--- src/rtl/spi_slave_rx_if.sv ---
// Bus bundle between the SPI line / word consumer and the spi_slave_rx receiver.
interface spi_slave_rx_if #(
    parameter int unsigned DATA_W     = 12,
    parameter int unsigned FIFO_DEPTH = 4
);
    localparam int unsigned LVL_W = $clog2(FIFO_DEPTH) + 1;

    logic              sclk;
    logic              cs;
    logic              mosi;
    logic [DATA_W-1:0] dout;
    logic              dout_valid;
    logic              dout_ready;
    logic              frame_err;
    logic              overflow;
    logic [LVL_W-1:0]  fifo_level;

    // Environment side: drives the SPI wires and consumes words.
    modport master (
        output sclk, cs, mosi, dout_ready,
        input  dout, dout_valid, frame_err, overflow, fifo_level
    );

    // Receiver side.
    modport slave (
        input  sclk, cs, mosi, dout_ready,
        output dout, dout_valid, frame_err, overflow, fifo_level
    );
endinterface

--- src/rtl/spi_slave_rx.sv ---
// SPI receiver: oversamples sclk/cs/mosi, deserialises LSB-first frames,
// checks frame length and buffers good words in a small FIFO.
module spi_slave_rx #(
    parameter int unsigned DATA_W      = 12,
    parameter int unsigned FIFO_DEPTH  = 4,
    parameter int unsigned SYNC_STAGES = 2
) (
    input  logic           clk,
    input  logic           rst,
    spi_slave_rx_if.slave  bus
);
    localparam int unsigned AW    = $clog2(FIFO_DEPTH);
    localparam int unsigned LVL_W = AW + 1;
    localparam int unsigned CW    = $clog2(DATA_W + 1);

    typedef enum logic [1:0] {IDLE, DUMMY, SHIFT, CHECK} state_t;

    logic [SYNC_STAGES-1:0] sclk_q, cs_q, mosi_q;
    logic [SYNC_STAGES:0]   vld_q;
    logic                   sclk_d, cs_d;
    logic                   sclk_s, cs_s, mosi_s;
    logic                   sclk_fall_c, cs_fall_c, cs_rise_c;

    state_t                 state, state_nx;
    logic [DATA_W-1:0]      shreg, shreg_nx;
    logic [CW-1:0]          bitcnt, bitcnt_nx;
    logic                   long_f, long_nx;
    logic                   good_c, err_c;

    logic [DATA_W-1:0]      mem [FIFO_DEPTH];
    logic [AW-1:0]          rd_ptr, wr_ptr, rd_nx_c;
    logic [LVL_W-1:0]       level_q, level_nx_c;
    logic [DATA_W-1:0]      dout_q, head_c;
    logic                   valid_q, err_q, ovf_q;
    logic                   pop_c, push_c, full_c, ovf_c;

    assign sclk_s = sclk_q[SYNC_STAGES-1];
    assign cs_s   = cs_q[SYNC_STAGES-1];
    assign mosi_s = mosi_q[SYNC_STAGES-1];

    // vld_q marks when cs_d holds a real sample rather than its reset value,
    // so a cs held low across reset is not mistaken for a fresh falling edge.
    assign sclk_fall_c = sclk_d & ~sclk_s;
    assign cs_fall_c   = vld_q[SYNC_STAGES] & cs_d & ~cs_s;
    assign cs_rise_c   = vld_q[SYNC_STAGES] & ~cs_d & cs_s;

    // Input synchronisers plus one delayed copy for edge detection.
    always_ff @(posedge clk) begin
        if (rst) begin
            sclk_q <= '0;
            cs_q   <= '1;
            mosi_q <= '0;
            sclk_d <= 1'b0;
            cs_d   <= 1'b1;
            vld_q  <= '0;
        end else begin
            sclk_q <= {sclk_q[SYNC_STAGES-2:0], bus.sclk};
            cs_q   <= {cs_q[SYNC_STAGES-2:0], bus.cs};
            mosi_q <= {mosi_q[SYNC_STAGES-2:0], bus.mosi};
            sclk_d <= sclk_s;
            cs_d   <= cs_s;
            vld_q  <= {vld_q[SYNC_STAGES-1:0], 1'b1};
        end
    end

    // Frame FSM state and deserialiser registers.
    always_ff @(posedge clk) begin
        if (rst) begin
            state  <= IDLE;
            shreg  <= '0;
            bitcnt <= '0;
            long_f <= 1'b0;
        end else begin
            state  <= state_nx;
            shreg  <= shreg_nx;
            bitcnt <= bitcnt_nx;
            long_f <= long_nx;
        end
    end

    // Frame FSM next state, shifting and length verdict.
    always_comb begin
        state_nx  = state;
        shreg_nx  = shreg;
        bitcnt_nx = bitcnt;
        long_nx   = long_f;
        good_c    = 1'b0;
        err_c     = 1'b0;
        unique case (state)
            IDLE: begin
                if (cs_fall_c) begin
                    state_nx  = DUMMY;
                    shreg_nx  = '0;
                    bitcnt_nx = '0;
                    long_nx   = 1'b0;
                end
            end
            DUMMY: begin
                if (cs_rise_c) begin
                    state_nx = CHECK;
                end else if (sclk_fall_c) begin
                    state_nx = SHIFT;
                end
            end
            SHIFT: begin
                if (cs_rise_c) begin
                    state_nx = CHECK;
                end else if (sclk_fall_c) begin
                    if (bitcnt < CW'(DATA_W)) begin
                        shreg_nx  = shreg | (DATA_W'(mosi_s) << bitcnt);
                        bitcnt_nx = bitcnt + CW'(1);
                    end else begin
                        long_nx = 1'b1;
                    end
                end
            end
            CHECK: begin
                state_nx = IDLE;
                if (bitcnt == CW'(DATA_W) && !long_f) begin
                    good_c = 1'b1;
                end else begin
                    err_c = 1'b1;
                end
            end
            default: state_nx = IDLE;
        endcase
    end

    // FIFO control: push/pop decisions, next read pointer, next level and head word.
    always_comb begin
        pop_c      = valid_q & bus.dout_ready;
        full_c     = (level_q == LVL_W'(FIFO_DEPTH));
        push_c     = good_c & (~full_c | pop_c);
        ovf_c      = good_c & full_c & ~pop_c;
        rd_nx_c    = rd_ptr + AW'(pop_c);
        level_nx_c = level_q;
        if (push_c && !pop_c) begin
            level_nx_c = level_q + LVL_W'(1);
        end else if (pop_c && !push_c) begin
            level_nx_c = level_q - LVL_W'(1);
        end
        // A word written into a FIFO that is empty after this cycle's pop is the new head.
        head_c = (push_c && wr_ptr == rd_nx_c) ? shreg : mem[rd_nx_c];
    end

    // FIFO storage.
    always_ff @(posedge clk) begin
        if (push_c) begin
            mem[wr_ptr] <= shreg;
        end
    end

    // FIFO pointers, level and registered outputs.
    always_ff @(posedge clk) begin
        if (rst) begin
            rd_ptr  <= '0;
            wr_ptr  <= '0;
            level_q <= '0;
            dout_q  <= '0;
            valid_q <= 1'b0;
            err_q   <= 1'b0;
            ovf_q   <= 1'b0;
        end else begin
            rd_ptr  <= rd_nx_c;
            wr_ptr  <= wr_ptr + AW'(push_c);
            level_q <= level_nx_c;
            dout_q  <= head_c;
            valid_q <= (level_nx_c != '0);
            err_q   <= err_c;
            ovf_q   <= ovf_c;
        end
    end

    assign bus.dout       = dout_q;
    assign bus.dout_valid = valid_q;
    assign bus.frame_err  = err_q;
    assign bus.overflow   = ovf_q;
    assign bus.fifo_level = level_q;
endmodule
--- src/flat_wrapper.sv ---
// flat-port wrapper written by rule: the top's interface ports become plain ports
module spi_slave_rx_flat 
#(
    parameter int unsigned DATA_W      = 12,
    parameter int unsigned FIFO_DEPTH  = 4,
    parameter int unsigned SYNC_STAGES = 2
)
  (clk, rst, bus_sclk, bus_cs, bus_mosi, bus_dout_ready, bus_dout, bus_dout_valid, bus_frame_err, bus_overflow, bus_fifo_level);
  spi_slave_rx_if #(.DATA_W(DATA_W), .FIFO_DEPTH(FIFO_DEPTH)) bus_i ();
  input  logic clk;
  input  logic rst;
  input wire logic [$bits(bus_i.sclk)-1:0] bus_sclk;
  input wire logic [$bits(bus_i.cs)-1:0] bus_cs;
  input wire logic [$bits(bus_i.mosi)-1:0] bus_mosi;
  input wire logic [$bits(bus_i.dout_ready)-1:0] bus_dout_ready;
  output wire logic [$bits(bus_i.dout)-1:0] bus_dout;
  output wire logic [$bits(bus_i.dout_valid)-1:0] bus_dout_valid;
  output wire logic [$bits(bus_i.frame_err)-1:0] bus_frame_err;
  output wire logic [$bits(bus_i.overflow)-1:0] bus_overflow;
  output wire logic [$bits(bus_i.fifo_level)-1:0] bus_fifo_level;
  assign bus_i.sclk = bus_sclk;
  assign bus_i.cs = bus_cs;
  assign bus_i.mosi = bus_mosi;
  assign bus_i.dout_ready = bus_dout_ready;
  assign bus_dout = bus_i.dout;
  assign bus_dout_valid = bus_i.dout_valid;
  assign bus_frame_err = bus_i.frame_err;
  assign bus_overflow = bus_i.overflow;
  assign bus_fifo_level = bus_i.fifo_level;
  spi_slave_rx #(.DATA_W(DATA_W), .FIFO_DEPTH(FIFO_DEPTH), .SYNC_STAGES(SYNC_STAGES)) u_core (.clk(clk), .rst(rst), .bus(bus_i));
endmodule
--- config.mk ---
export PLATFORM = sky130hd
export DESIGN_NAME = spi_slave_rx_flat
export DESIGN_NICKNAME = d
export VERILOG_FILES = /design/src/rtl/spi_slave_rx_if.sv /design/src/rtl/spi_slave_rx.sv /design/src/flat_wrapper.sv
export SDC_FILE = /design/constraint.sdc
export NUM_CORES = 1
export LEC_CHECK = 0
export ABC_AREA = 1
export CORE_AREA = 2 2 113 82
export CTS_BUF_LIST = sky130_fd_sc_hd__clkbuf_4
export CTS_CLUSTER_DIAMETER = 150
export DETAILED_ROUTE_END_ITERATION = 16
export DIE_AREA = 0 0 115 84
export PLACE_DENSITY = 0.67
export REMOVE_ABC_BUFFERS = 1
export SLEW_MARGIN = 20
export SYNTH_ARGS = -nofsm -noshare
export SYNTH_HDL_FRONTEND = slang
export SYNTH_SLANG_ARGS = --single-unit
--- constraint.sdc ---
create_clock -name clk -period 3.1 [get_ports clk]
set_input_delay 0.31 -clock clk [delete_from_list [all_inputs] [get_ports clk]]
set_output_delay 0.31 -clock clk [all_outputs]
set_load 0.02 [all_outputs]
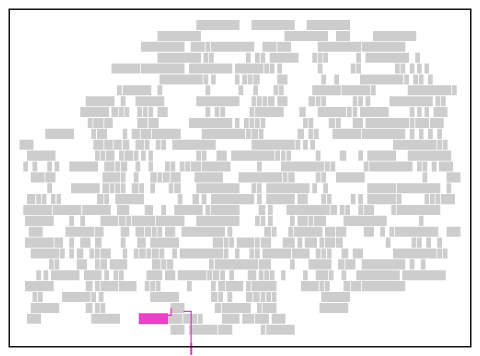
(images/port_nets.png)
Scale: 4 px per um.
Magenta marks bus_frame_err, bits 1, direction output, edge south, end cells 1, wire 12.8 um.

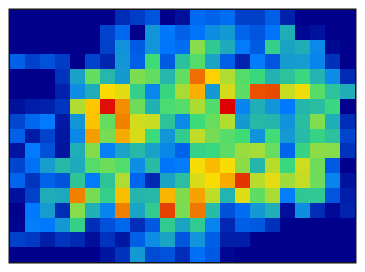
(images/wire_density.png)
Scale: 3 px per um. 23 x 17 tiles, from dark blue (low) to red (high), scaled to the fullest tile. Values are wire area over tile area, all layers added.
The fullest tile reaches 0.45. 23% of the tiles are over half the peak. The mean over all tiles is 0.14. The emptiest ninth of the die: north-west. The densest ninth of the die: center. 18% of the tiles are nearly empty.

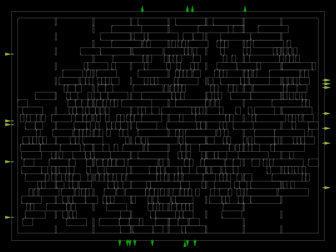
(images/final_placement.png)
# Taps: 108
flop count: 100
Placeable Area: 8710 sq um

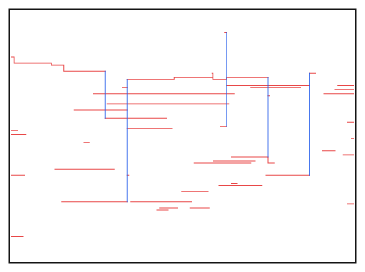
(images/metal_stack.png)
Scale: 3 px per um. Only two layers are drawn.
Red marks met3, wire length 495 um. Blue marks met4, wire length 148 um.

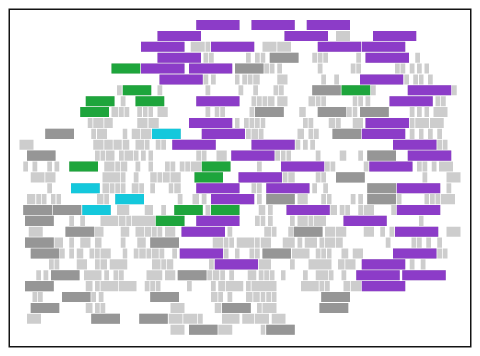
(images/registers.png)
Scale: 4 px per um.
Green marks u_core.shreg, placed flops 12. Cyan marks u_core.bitcnt, placed flops 4, where west. Purple marks u_core.mem, placed flops 48.

## area by class of cell
| class | count | area (sq um) | share of cell area |
|---|---|---|---|
| clock buffer | 11 | 82.6 | 0.0178 |
| clock inverter | 5 | 30.0 | 0.00648 |
| inverter | 47 | 176 | 0.0381 |
| multi-input combinational | 301 | 1440 | 0.310 |
| sequential | 100 | 2480 | 0.536 |
| tap | 108 | 135 | 0.0292 |
| timing repair buffer | 31 | 290 | 0.0626 |
## worst register-to-register path, cell delays in order (launching register included)
cell,delay [ps]
dfxtp_1,330
nand2_1,120
inv_1,110
ha_1,390
xor2_1,320
nor2_1,90
nand2_1,350
nand3_1,130
nand2_1,80
nor2_1,60
## where the power goes
group / leakage, nW / switching, mW / internal [mW]
combinational: 1.04 / 0.563 / 0.311
clock: 0.0542 / 0.410 / 0.178
sequential: 0.852 / 0.0605 / 1.45
## cells in the mapped netlist (5+ instances only)
library cell	number	share of area
xor2_1	5	0.010
o21bai_1	7	0.013
nor2_1	60	0.054
a21oi_1	10	0.012
edfxtp_1	48	0.35
inv_1	45	0.040
dfxtp_1	52	0.25
ha_1	11	0.033
nand4_1	5	0.0075
nand2_1	151	0.14
o21ai_0	5	0.0060
clkbuf_1	9	0.0081
nor3_1	6	0.0072
o21ai_1	9	0.011
nand3_1	12	0.014
## flip-flops by register name, indices dropped and copies added, names as in the netlist
name and cells:
u_core.sclk_q 2, u_core.bitcnt 4, u_core.shreg 12, u_core.cs_d 1, u_core.bus.dout_valid 1, u_core.bus.frame_err 1, u_core.rd_ptr 2, u_core.mosi_q 2
u_core.long_f 1, u_core.bus.fifo_level 3, u_core.sclk_d 1, u_core.state 2, u_core.wr_ptr 2, u_core.bus.overflow 1, u_core.bus.dout 12, u_core.mem 48
u_core.cs_q 2, u_core.vld_q 3
==> impl_metrics.py <==
# Metrics from the implementation run
metrics = {
    "timing": {
        "maxSlewHeadroom": 0.566,
        "hold_violations": 0,
        "post-route-min-period_ps": 2080,
        "fin_setup_tns_ps": 0,
        "fin_skew_ps": 10.4,
        "setup_viol": 0,
    },
    "yosys": {
        "yosys_area_sq_um": 4170,
        "synth_warnings": 0,
        "flop_cell": "dfxtp_1",
        "ys_seq_share": 0.595,
        "avgSynthCellArea_sq_um": 9.01,
        "ys_cells": 463,
        "synth_cells": 463,
        "synthXorXnorAreaFrac": 0.0147,
    },
    "setup_path": {
        "arrival_ps": 2440,
        "cp-endpoint": "u_core.bus.dout[2]",
        "timing.rr.start": "u_core.bus.dout_valid",
        "critPathMaxStageDelay_ps": 390,
        "cp.depth": 9,
        "worstPathMaxFanout": 12,
        "required_ps": 3460,
        "cp-start-kind": "register",
    },
    "clock_network": {
        "cts_buffer_depth": 2,
        "clock_sinks": 100,
        "cts_tree": "done",
    },
    "floorplan": {
        "die_area_sq_um": 9660,
    },
    "worst_hold_path": {
        "hold_depth": 3,
        "min_path_type": "in2reg",
        "holdCritStartpoint": "bus_sclk",
        "hold_end": "u_core.sclk_q[0]",
    },
    "finish": {
        "num-fill-cells": 797,
        "nets": 507,
        "postLayoutCoreUtil": 0.532,
    },
    "routing": {
        "vias_per_cell": 4.97,
        "wl_met3_um": 495,
        "wl_met2_mm": 3.63,
        "wl_per_cell_um": 13.8,
    },
    "place": {
        "place.gp.congestion": 0.862,
    },
    "status": {
        "status": "finished, final reports clean",
    },
    "grt": {
        "overflow": 0,
        "use_met2": 0.286,
    },
}
Power figures rest on the tool's default switching activity, not on a simulated workload.
